## config.mk

```make
export PLATFORM = sky130hd
export DESIGN_NAME = axis_x_source
export DESIGN_NICKNAME = d
export VERILOG_FILES = /design/src/rtl/axis_x_source.sv
export SDC_FILE = /design/constraint.sdc
export NUM_CORES = 1
export LEC_CHECK = 0
export ABC_AREA = 1
export ABC_CLOCK_PERIOD_IN_PS = 9500
export CORE_AREA = 10 10 279 281
export DETAILED_ROUTE_END_ITERATION = 8
export DIE_AREA = 0 0 289 291
export SLEW_MARGIN = 25
export SYNTH_ARGS = -nofsm -noshare
export SYNTH_HDL_FRONTEND = slang
export SYNTH_SLANG_ARGS = --single-unit
```

## constraint.sdc

```tcl
create_clock -name clk -period 9.5 [get_ports clk]
set_clock_uncertainty 0.15 [all_clocks]
set_input_delay 0.95 -clock clk [delete_from_list [all_inputs] [get_ports clk]]
set_output_delay 0.95 -clock clk [all_outputs]
set_load 0.005 [all_outputs]
```

## src/rtl/axis_x_source.sv

```systemverilog
// axis_x_source: AXI-Stream master that holds a small list of 64-bit double
// operands and streams them, one beat per stored word, after a start pulse.
// Optional feature macro: AXIS_X_SOURCE_LOOP_EN adds a `loop` input that
// wraps from the final entry back to entry 0 without a bubble.
module axis_x_source #(
  parameter int DEPTH     = 8,
  parameter int LAST_EACH = 1,
  localparam int CW = $clog2(DEPTH + 1),
  localparam int IW = $clog2(DEPTH)
) (
  input  logic          clk,
  input  logic          rst,
`ifdef AXIS_X_SOURCE_LOOP_EN
  input  logic          loop,
`endif
  input  logic          wr_en,
  input  logic [63:0]   wr_data,
  input  logic          start,
  input  logic          clear,
  output logic          busy,
  output logic          done,
  output logic          overflow,
  output logic [CW-1:0] count,
  output logic          m_tvalid,
  input  logic          m_tready,
  output logic [63:0]   m_tdata,
  output logic          m_tlast
);

  typedef enum logic [1:0] {
    S_IDLE   = 2'd0,
    S_STREAM = 2'd1,
    S_DONE   = 2'd2
  } state_t;

  state_t        state_q, state_d;
  logic [CW-1:0] count_q, count_d;
  logic          overflow_q, overflow_d;
  logic [IW-1:0] idx_q, idx_d;
  logic [63:0]   tdata_q, tdata_d;
  logic          tlast_q, tlast_d;

  // Operand storage; read ports feed the output register only.
  logic [63:0]   mem [DEPTH];
  logic          mem_we;
  logic [IW-1:0] mem_waddr;

  logic          loop_w;
  logic          count_full;
  logic          wr_ok;
  logic [CW-1:0] count_eff;
  logic          bypass0;
  logic          last_beat;
  logic [IW-1:0] nidx;

`ifdef AXIS_X_SOURCE_LOOP_EN
  assign loop_w = loop;
`else
  assign loop_w = 1'b0;
`endif

  // TLAST for the entry at position pos of a list holding cnt words.
  function automatic logic last_flag(input logic [CW-1:0] pos, input logic [CW-1:0] cnt);
    return (LAST_EACH != 0) ? 1'b1 : (pos == cnt - CW'(1));
  endfunction

  // A write accepted in IDLE is counted before a same-cycle start, so the
  // stream includes it; entry 0 written this cycle is bypassed from wr_data.
  assign count_full = (count_q == CW'(DEPTH));
  assign wr_ok      = wr_en && !count_full;
  assign count_eff  = count_q + CW'(wr_ok);
  assign bypass0    = wr_ok && (count_q == '0);
  assign last_beat  = (CW'(idx_q) == count_q - CW'(1));
  assign nidx       = idx_q + IW'(1);

  // Buffer write port (no reset: emptiness is tracked by count).
  always_ff @(posedge clk) begin
    if (mem_we) begin
      mem[mem_waddr] <= wr_data;
    end
  end

  // State and datapath registers.
  always_ff @(posedge clk) begin
    if (rst) begin
      state_q    <= S_IDLE;
      count_q    <= '0;
      overflow_q <= 1'b0;
      idx_q      <= '0;
      tdata_q    <= '0;
      tlast_q    <= 1'b0;
    end else begin
      state_q    <= state_d;
      count_q    <= count_d;
      overflow_q <= overflow_d;
      idx_q      <= idx_d;
      tdata_q    <= tdata_d;
      tlast_q    <= tlast_d;
    end
  end

  // Next-state logic.
  always_comb begin
    state_d = state_q;
    case (state_q)
      S_IDLE: begin
        if (!clear && start && (count_eff != '0)) begin
          state_d = S_STREAM;
        end
      end
      S_STREAM: begin
        if (m_tready && last_beat && !loop_w) begin
          state_d = S_DONE;
        end
      end
      S_DONE:  state_d = S_IDLE;
      default: state_d = S_IDLE;
    endcase
  end

  // Buffer bookkeeping and output-register loading.
  always_comb begin
    count_d    = count_q;
    overflow_d = overflow_q;
    idx_d      = idx_q;
    tdata_d    = tdata_q;
    tlast_d    = tlast_q;
    mem_we     = 1'b0;
    mem_waddr  = count_q[IW-1:0];
    case (state_q)
      S_IDLE: begin
        if (clear) begin
          count_d    = '0;
          overflow_d = 1'b0;
        end else begin
          if (wr_en) begin
            if (count_full) begin
              overflow_d = 1'b1;
            end else begin
              mem_we  = 1'b1;
              count_d = count_q + CW'(1);
            end
          end
          if (start && (count_eff != '0)) begin
            idx_d   = '0;
            tdata_d = bypass0 ? wr_data : mem[0];
            tlast_d = last_flag('0, count_eff);
          end
        end
      end
      S_STREAM: begin
        if (wr_en) begin
          overflow_d = 1'b1;
        end
        // Next entry loads on the accepting edge so beats are back to back.
        if (m_tready) begin
          if (!last_beat) begin
            idx_d   = nidx;
            tdata_d = mem[nidx];
            tlast_d = last_flag(CW'(nidx), count_q);
          end else if (loop_w) begin
            idx_d   = '0;
            tdata_d = mem[0];
            tlast_d = last_flag('0, count_q);
          end
        end
      end
      S_DONE: begin
        if (wr_en) begin
          overflow_d = 1'b1;
        end
      end
      default: ;
    endcase
  end

  // Outputs decoded from registered state only (TVALID has no TREADY path).
  always_comb begin
    m_tvalid = (state_q == S_STREAM);
    busy     = (state_q == S_STREAM);
    done     = (state_q == S_DONE);
  end

  assign m_tdata  = tdata_q;
  assign m_tlast  = tlast_q;
  assign count    = count_q;
  assign overflow = overflow_q;

endmodule

```

==> flow_metrics.tcl, run 1 <==
# place-and-route summary
set metrics [dict create \
    r2r_start "count[1]" \
    final_hpwl_dp_um 34700 \
    detail_route.wl_per_cell_um 19.0 \
    setup.reg_to_reg.worst_slack_ns 5.40 \
    leakagePower_nw 10.5 \
    root_buffer "clkbuf_16" \
    worst-slew-pin-transition_ns 1.09 \
    holdCritPathClass "flop to flop" \
    final_layout_size_suffix_gt1_share_pct 5.22 \
    setup_viol_count_final 0 \
    htree_levels 2 \
    die_area_sq_um 84100 \
    synth_top_flop_cell "edfxtp_1" \
    clkSlewWorstSetupHoldPaths_ns 0.06 \
    criticalPathCategory "flop to flop" \
    first_global_vias 17200 \
    fp_util_pct 34.6 \
    drc_errors 0 \
    edf_count 512 \
    synth_seq_share_pct 67.4 \
    worst_ir_drop_vdd_mv 0.199 \
    fp.coreArea_sq_um 72300 \
    timing.slew.headroom_pct 27.4 \
    layout.cells.most_common "nor2_1" \
    r2r_end "m_tdata[60]" \
    finalWeightedCongestion 0.753 \
    postPlaceCellArea_sq_um 27200 \
    mappedNetlistNets 2494 \
    end_kind "flop" \
    cts_made_buffers 57 \
    synth-area-yosys_sq_um 25000 \
    layout_min_cycle_time_ns 4.10 \
    vias_per_cell 5.02 \
    holdCritStartpoint "m_tlast" \
    areaGrowthSynthToFinish_pct 16.7 \
    grt_start_max_net_pins 134 \
    cts_post_setup_buffers_inserted 0 \
    worstPathCellList "inv_1 -> ha_1 -> nand3_1 -> nand2_1 -> inv_1 -> ha_1 -> ha_1 -> or2_0 -> nand3_1 -> nor2_1 -> o21ai_4 -> buf_4 -> buf_4 -> nand3_1 -> nand2_1 -> nor2_1" \
    setup_tns_ns 0 \
    postSynthCellCount 2415 \
    rsz0062_at_grt "false" \
    cts_num_sinks 587 \
    wire_length_of_the_first_global_routing_pass_um 102000 \
    maximum_operating_frequency_mhz 244 \
    grt_usage_pct 15.4 \
    ys_types 25 \
    final.period_utilization_pct 43.2 \
    chipHeight_um 291 \
    synth-seq-cells 587 \
    worst_ep_arrival_ns 4.43 \
    worst-endpoint-required_ns 9.83 \
    num_rows 99 \
    worst_r2r_path_depth 16 \
    worstHoldEndpoint "m_tlast" \
    nNetsFinal 2559 \
    io_pins 143 \
    final_layout_top_logic_cells "528 x nor2_1, 512 x edfxtp_1, 422 x nand2_1, 198 x o21ai_0, 142 x clkdlybuf4s50_1" \
    min_delay_path_depth 2 \
    antenna_found_initial 8 \
    cts_repair_resize_count 0 \
    tritoncts "done" \
    logic_area_sq_um 7210 \
    outcome "finished clean" \
    cts.hold.buffers_added 0 \
    setup_slack_ns 5.40 \
    utilization_pct 40.4 \
    clock_insertion_delay_worst_skew_ns 0.61 \
    globalRouteOverflowTotal 0 \
    hold_viol 0 \
]
==> run 1: where the power goes <==
| group | internal (mW) | switching (mW) |
|---|---|---|
| combinational | 0.751 | 1.49 |
| clock | 1.38 | 0.947 |
| sequential | 2.98 | 0.0938 |
==> run 1: kinds of logic after synthesis <==
| kind of cell | Yosys count | synth area share [%] |
|---|---|---|
| adder cells (fa/ha/maj) | 9 | 0.450 |
| AND-OR/OR-AND | 402 | 8.72 |
| XOR/XNOR | 2 | 0.0700 |
| AND/OR/NAND/NOR | 1167 | 19.2 |
| buffers and inverters | 248 | 4.17 |
| flip-flops | 587 | 67.4 |
==> run 1: cells in the mapped netlist (2+ instances only) <==
library cell    n  area [sq um]
buf_2          54           270
nand3_1       138           691
ha_1            9           113
clkbuf_1       80           300
buf_4           8          60.1
dfxtp_1        75          1500
buf_1          17          63.8
nor2_1        535          2010
a21oi_1       141           706
o21ai_0       198           991
nand2_1       423          1590
inv_2           6          22.5
inv_1          81           304
a211oi_1        2          15.0
nor3_1          5          25.0
edfxtp_1      512         15400
buf_6           2          22.5
nand3b_1       64           480
o211ai_1       59           443
==> run 1: state kept, by name, summed over array words and instances (netlist names) <==
register	cells
m_tlast	1
mem	512
overflow	1
count	4
state_q	2
idx_q	3
m_tdata	64
==> run 1: layer usage <==
| metal | vias to the layer above | global-route usage [%] | wire length, um | share of wire [%] |
|---|---|---|---|---|
| met1 | 8518 | 20.3 | 29500 | 44 |
| met3 | 110 | 3.48 | 4200 | 6.3 |
| li1 | 8405 | - | - | - |
| met2 | 456 | 25.0 | 31300 | 47 |
| met4 | 14 | 4.08 | 1270 | 1.9 |
| met5 | - | 0 | 92 | 0.14 |
==> run 1: worst max path at each step <==
stage	startpoint	end	slack (ns)	depth (start not counted)
6_report	count[1]	m_tdata[60]	5.40	16
5_1_grt	count[1]	idx_q[2]	5.10	16
4_1_cts	count[1]	m_tdata[60]	5.45	16
3_5_place_dp	wr_en	m_tdata[45]	4.95	14
3_3_place_gp	wr_en	m_tdata[52]	5.10	14
2_1_floorplan	wr_en	mem[2][0]	3.08	4
==> run 1: per-stage QoR <==
step | power, mW | std cells
2_1_floorplan | 4.62 | 2415
3_3_place_gp | 5.31 | 3378
3_5_place_dp | 5.36 | 3378
4_1_cts | 7.70 | 3486
5_1_grt | 8.10 | 3489
6_report | 7.64 | 3489
==> run 1: cell type report <==
cell class	instances	share of cell area, %
multi-input combinational	1580	24.7
clock buffer	78	5.43
inverter	87	1.16
antenna	1	0.00856
timing repair buffer	167	5.66
sequential	587	57.8
tap	959	4.11
clock inverter	30	1.19
==> run 1: worst max-delay path: cells and delay by family, from the launching register on <==
kind            cells  cell delay, ns
simple gates        8            0.93
flops               1            0.36
fa+ha+maj           3            0.63
buf+inv             4            1.68
compound gates      1            0.11
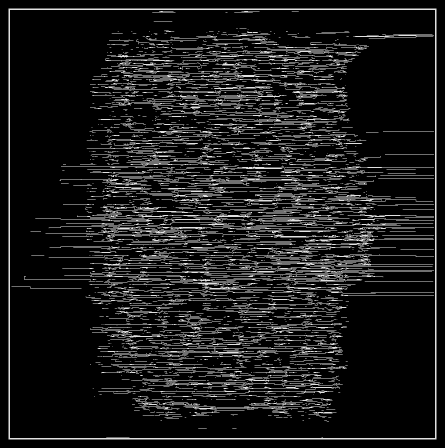
Run 1: metal 1
- main direction: horizontal
- wire length on this layer: 29.5 mm
- share of all routed wire: 44%
total via count after detailed routing: 17500
GRT met1 Usage: 20.3%

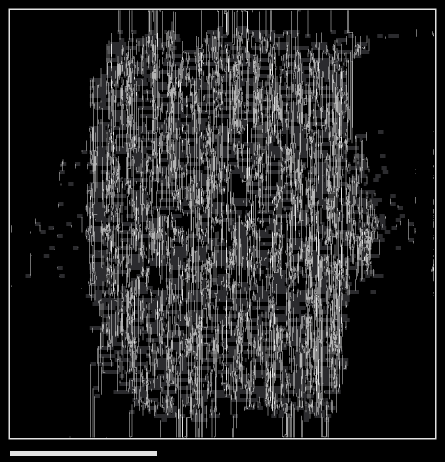
Run 1: metal 2
Scale bar: 100 um. Cells faint in the background.
- wire length on this layer: 31.3 mm
- nets with wire on the layer: 1865
- longest straight run: 72.4 um
met2 global-route usage: 25.0%
routed wire length: 66400 um

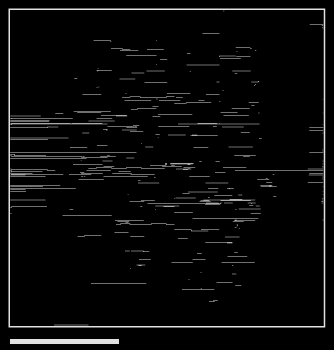
Run 1: the metal 3 layer
Scale bar: 100 um.
- longest straight run: 116 um
- main direction: horizontal
- share of all routed wire: 6.3%
- wire length on this layer: 4200 um
- nets with wire on the layer: 141
met3 track demand over resource in global routing: 3.48%

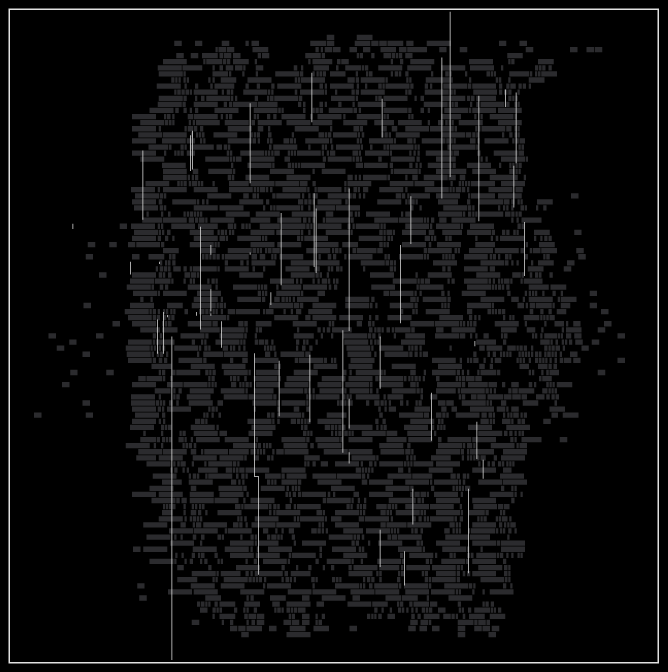
Run 1: met4 routing
Cells faint in the background.
- main direction: vertical
- share of all routed wire: 1.9%
- wire length on this layer: 1270 um

==> run 1 -> run 2 <==
ABC_CLOCK_PERIOD_IN_PS = 3990   (was 9500)
clock period = 3.99 ns   (was 9.5 ns; I/O delays follow)
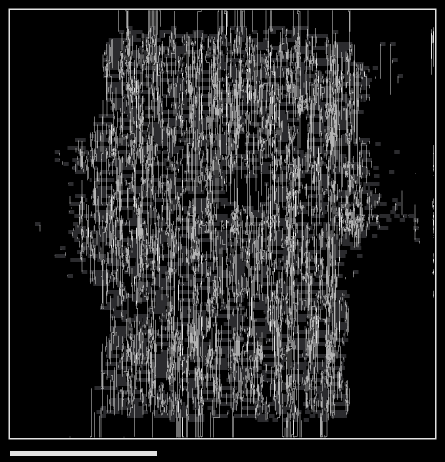
Run 2: metal 2
Scale bar: 100 um. Cells faint in the background.
- share of all routed wire: 48%
- nets with wire on the layer: 1851
- wire length on this layer: 32.1 mm
- longest straight run: 83.3 um
met2 global-route usage: 25.5%
total via count after detailed routing: 17700

==> flow_metrics.tcl, run 2 <==
# place-and-route summary
set metrics [dict create \
    pwr-share-seq_pct 39.5 \
    ys_types 25 \
    p_per_area_nw_per_um2 623 \
    holdCritPathClass "flop to flop" \
    final_layout_size_suffix_gt1_share_pct 5.70 \
    register_area_sq_um 16900 \
    clkSlewWorstSetupHoldPaths_ns 0.06 \
    drc_errors 0 \
    hold_viol 0 \
    cp_slowest_cell "buf_4" \
    cts.hold.buffers_added 0 \
    clock_insertion_delay_worst_skew_ns 0.61 \
    cp_top_family "simple AND/OR/NAND/NOR gates" \
    portBuffers 142 \
    die_area_sq_um 84100 \
    worst_ep_arrival_ns 3.70 \
    die_w_um 289 \
    cts_post_setup_buffers_inserted 0 \
    rsz0062_at_grt "false" \
    htree_levels 2 \
    n_fill_cell 6817 \
    slew_violations 0 \
    hold-worst-slack_ns 0.317 \
    vias_per_cell 5.05 \
    setup_viol_count_final 0 \
    leakagePower_nw 10.6 \
    pwr-share-comb_pct 29.9 \
    path_buffers 3 \
    route.antenna.remaining_nets 0 \
    mappedNetlistNets 2494 \
    root_buffer "clkbuf_16" \
    outcome "finished clean" \
    postPlaceCellArea_sq_um 27600 \
    timing.slew.headroom_pct 29.5 \
    yosys_cells 2415 \
    max_flop_register "mem" \
    finalWeightedCongestion 0.759 \
    netSwitchingPower_mw 6.11 \
    yosys-top-cells-area "edfxtp_1 61%, nor2_1 8.0%, nand2_1 6.3%" \
    num_rows 99 \
    cts_repair_resize_count 0 \
    logic_area_sq_um 7230 \
    max_cap_violation_count 0 \
    final.period_utilization_pct 83.8 \
    drtIter0Drc 1339 \
    crit_path_start_kind "flop" \
    edf_count 512 \
    nNetsFinal 2573 \
    yosysTopAreaCell "edfxtp_1" \
    synth_top_flop_cell "edfxtp_1" \
    worst-slew-pin-transition_ns 1.06 \
    detail_route.wl_per_cell_um 19.2 \
    grt_start_max_net_pins 206 \
    detailedRoute.firstPassIterationCount 5 \
    largest_reg_flops 512 \
    synthArstFlopShare_pct 0 \
    layout.cells.most_common "nor2_1" \
    fp.coreArea_sq_um 72300 \
    tritoncts "done" \
    areaGrowthSynthToFinish_pct 18.1 \
    final_hpwl_dp_um 35500 \
    critPathMaxFanout 30 \
    criticalPathCategory "flop to flop" \
    ys_warn_count 0 \
    grt_usage_pct 15.6 \
    netSwitchingFraction_pct 33.2 \
    fp_util_pct 34.6 \
    placed_cells_incl_taps 3393 \
    clockPowerShare_pct 30.6 \
    clk_path_buf_depth 3 \
    worst_ir_drop_vdd_mv 0.364 \
    cts_made_buffers 58 \
    final_layout_top_logic_cells "528 x nor2_1, 512 x edfxtp_1, 422 x nand2_1, 198 x o21ai_0, 142 x clkdlybuf4s50_1" \
    worstPathCellList "inv_1 -> ha_1 -> nand3_1 -> nand2_1 -> inv_1 -> ha_1 -> ha_1 -> or2_0 -> nand3_1 -> nor2_1 -> o21ai_4 -> buf_4 -> nand3_1 -> nand2_1 -> nor2_1" \
    postSynthCellCount 2415 \
    wire_length_of_the_first_global_routing_pass_um 103000 \
    globalRouteOverflowTotal 0 \
    synth-seq-cells 587 \
    synth_seq_share_pct 67.4 \
    yosys-top-cells-count "535 x nor2_1, 512 x edfxtp_1, 423 x nand2_1" \
    setup.reg_to_reg.worst_slack_ns 0.65 \
    cell_internal_pwr_mw 12.3 \
    end_kind "flop" \
    area_leader_share_pct 61.4 \
    worst_case_setup_slack_after_placement_ns 0.666 \
    final_non_filler_cell_area_sq_um 29600 \
    max_stage_delay_ns 0.43 \
    setup_slack_ns 0.646 \
    tool_warnings 37 \
    io_pins 143 \
    maximum_operating_frequency_mhz 299 \
    worst-endpoint-required_ns 4.34 \
    layout_min_cycle_time_ns 3.34 \
    netlist_area_sq_um 25000 \
    avgSynthCellArea_sq_um 10.4 \
    antenna_found_initial 10 \
    instances_no_fill 3505 \
    chipHeight_um 291 \
    first_global_vias 17300 \
    synth-area-yosys_sq_um 25000 \
    setup_tns_ns 0 \
    synth.most_common_cell "nor2_1" \
    cts_num_sinks 587 \
]
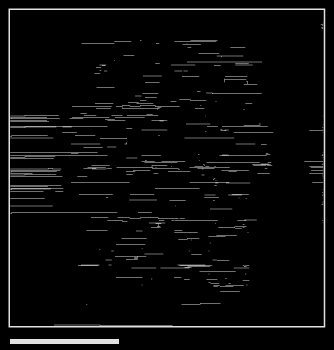
Run 2: the metal 3 layer
Scale bar: 100 um.
- main direction: horizontal
- longest straight run: 97.3 um
- nets with wire on the layer: 155
routed wire length: 67400 um
met3 track demand over resource in global routing: 3.70%

## run 2: netlist changes by cell type in the layout (fill, tap and decap cells not counted), moves of 2 or more
| cell | before | now |
|---|---|---|
| nor3_4 | 0 | 2 |
| clkinv_4 | 0 | 2 |
| clkinv_2 | 12 | 7 |
| nor3_2 | 2 | 0 |
| clkinvlp_4 | 1 | 4 |
| diode_2 | 1 | 4 |
| inv_6 | 4 | 2 |
| clkbuf_8 | 4 | 2 |
| buf_6 | 3 | 0 |
| buf_12 | 1 | 19 |
## run 2: path summary, 6_finish.rpt
path | cells past startpoint | startpoint | endpoint
max | 15 | count[1] | m_tdata[2]
max reg2reg | 15 | count[1] | m_tdata[2]
min | 2 | m_tlast | m_tlast
min reg2reg | 2 | m_tlast | m_tlast
## run 2: per-layer routing
metal,up-vias,wire (um),GRT usage [%]
met4,12,1450,4.69
met1,8607,29100,20.1
met2,506,32100,25.5
met3,115,4590,3.70
met5,-,81,0
li1,8443,-,-
## run 2: area by class of cell
type	instances	area share [%]
tap	959	4.06
clock buffer	75	5.27
clock inverter	33	1.37
multi-input combinational	1580	24.4
antenna	4	0.0339
sequential	587	57.1
timing repair buffer	180	6.58
inverter	87	1.14
## run 2: cell families (layout without fill, tap and decap cells)
family          count (synthesis)  in the layout  synth area share, %
compound gates                402            402                 8.72
xor+xnor                        2              2               0.0700
fa+ha+maj                       9              9                0.450
buf+inv                       248            375                 4.17
flops                         587            587                 67.4
other cells                     0              4                    0
simple gates                 1167           1167                 19.2
## run 2: through the flow
step | util (%) | total power, mW
2_1_floorplan | - | 11.0
3_3_place_gp | 38.1 | 12.8
3_5_place_dp | 38.1 | 12.9
4_1_cts | 40.8 | 18.6
5_1_grt | 40.9 | 19.5
6_report | 40.9 | 18.4
## run 2: worst reg2reg max path, stage by stage (launching register included)
cell     delay, ns
dfxtp_1       0.37
inv_1         0.26
ha_1          0.24
nand3_1       0.11
nand2_1       0.14
inv_1         0.06
ha_1          0.22
ha_1          0.20
or2_0         0.22
nand3_1       0.07
nor2_1        0.07
o21ai_4       0.43
buf_4         0.44
nand3_1       0.16
nand2_1       0.09
nor2_1        0.04
## run 2: power by group through the flow
stage	Sequential (mW)	Combinational [mW]	Clock, mW
finish	7.28	5.50	5.64
floorplan	7.39	3.60	0
CTS	7.28	5.55	5.76
detailed placement	7.41	5.54	0
global route	7.32	6.19	5.98
global placement	7.40	5.45	0
No activity file was given, so power comes from the tool's default toggle rates.
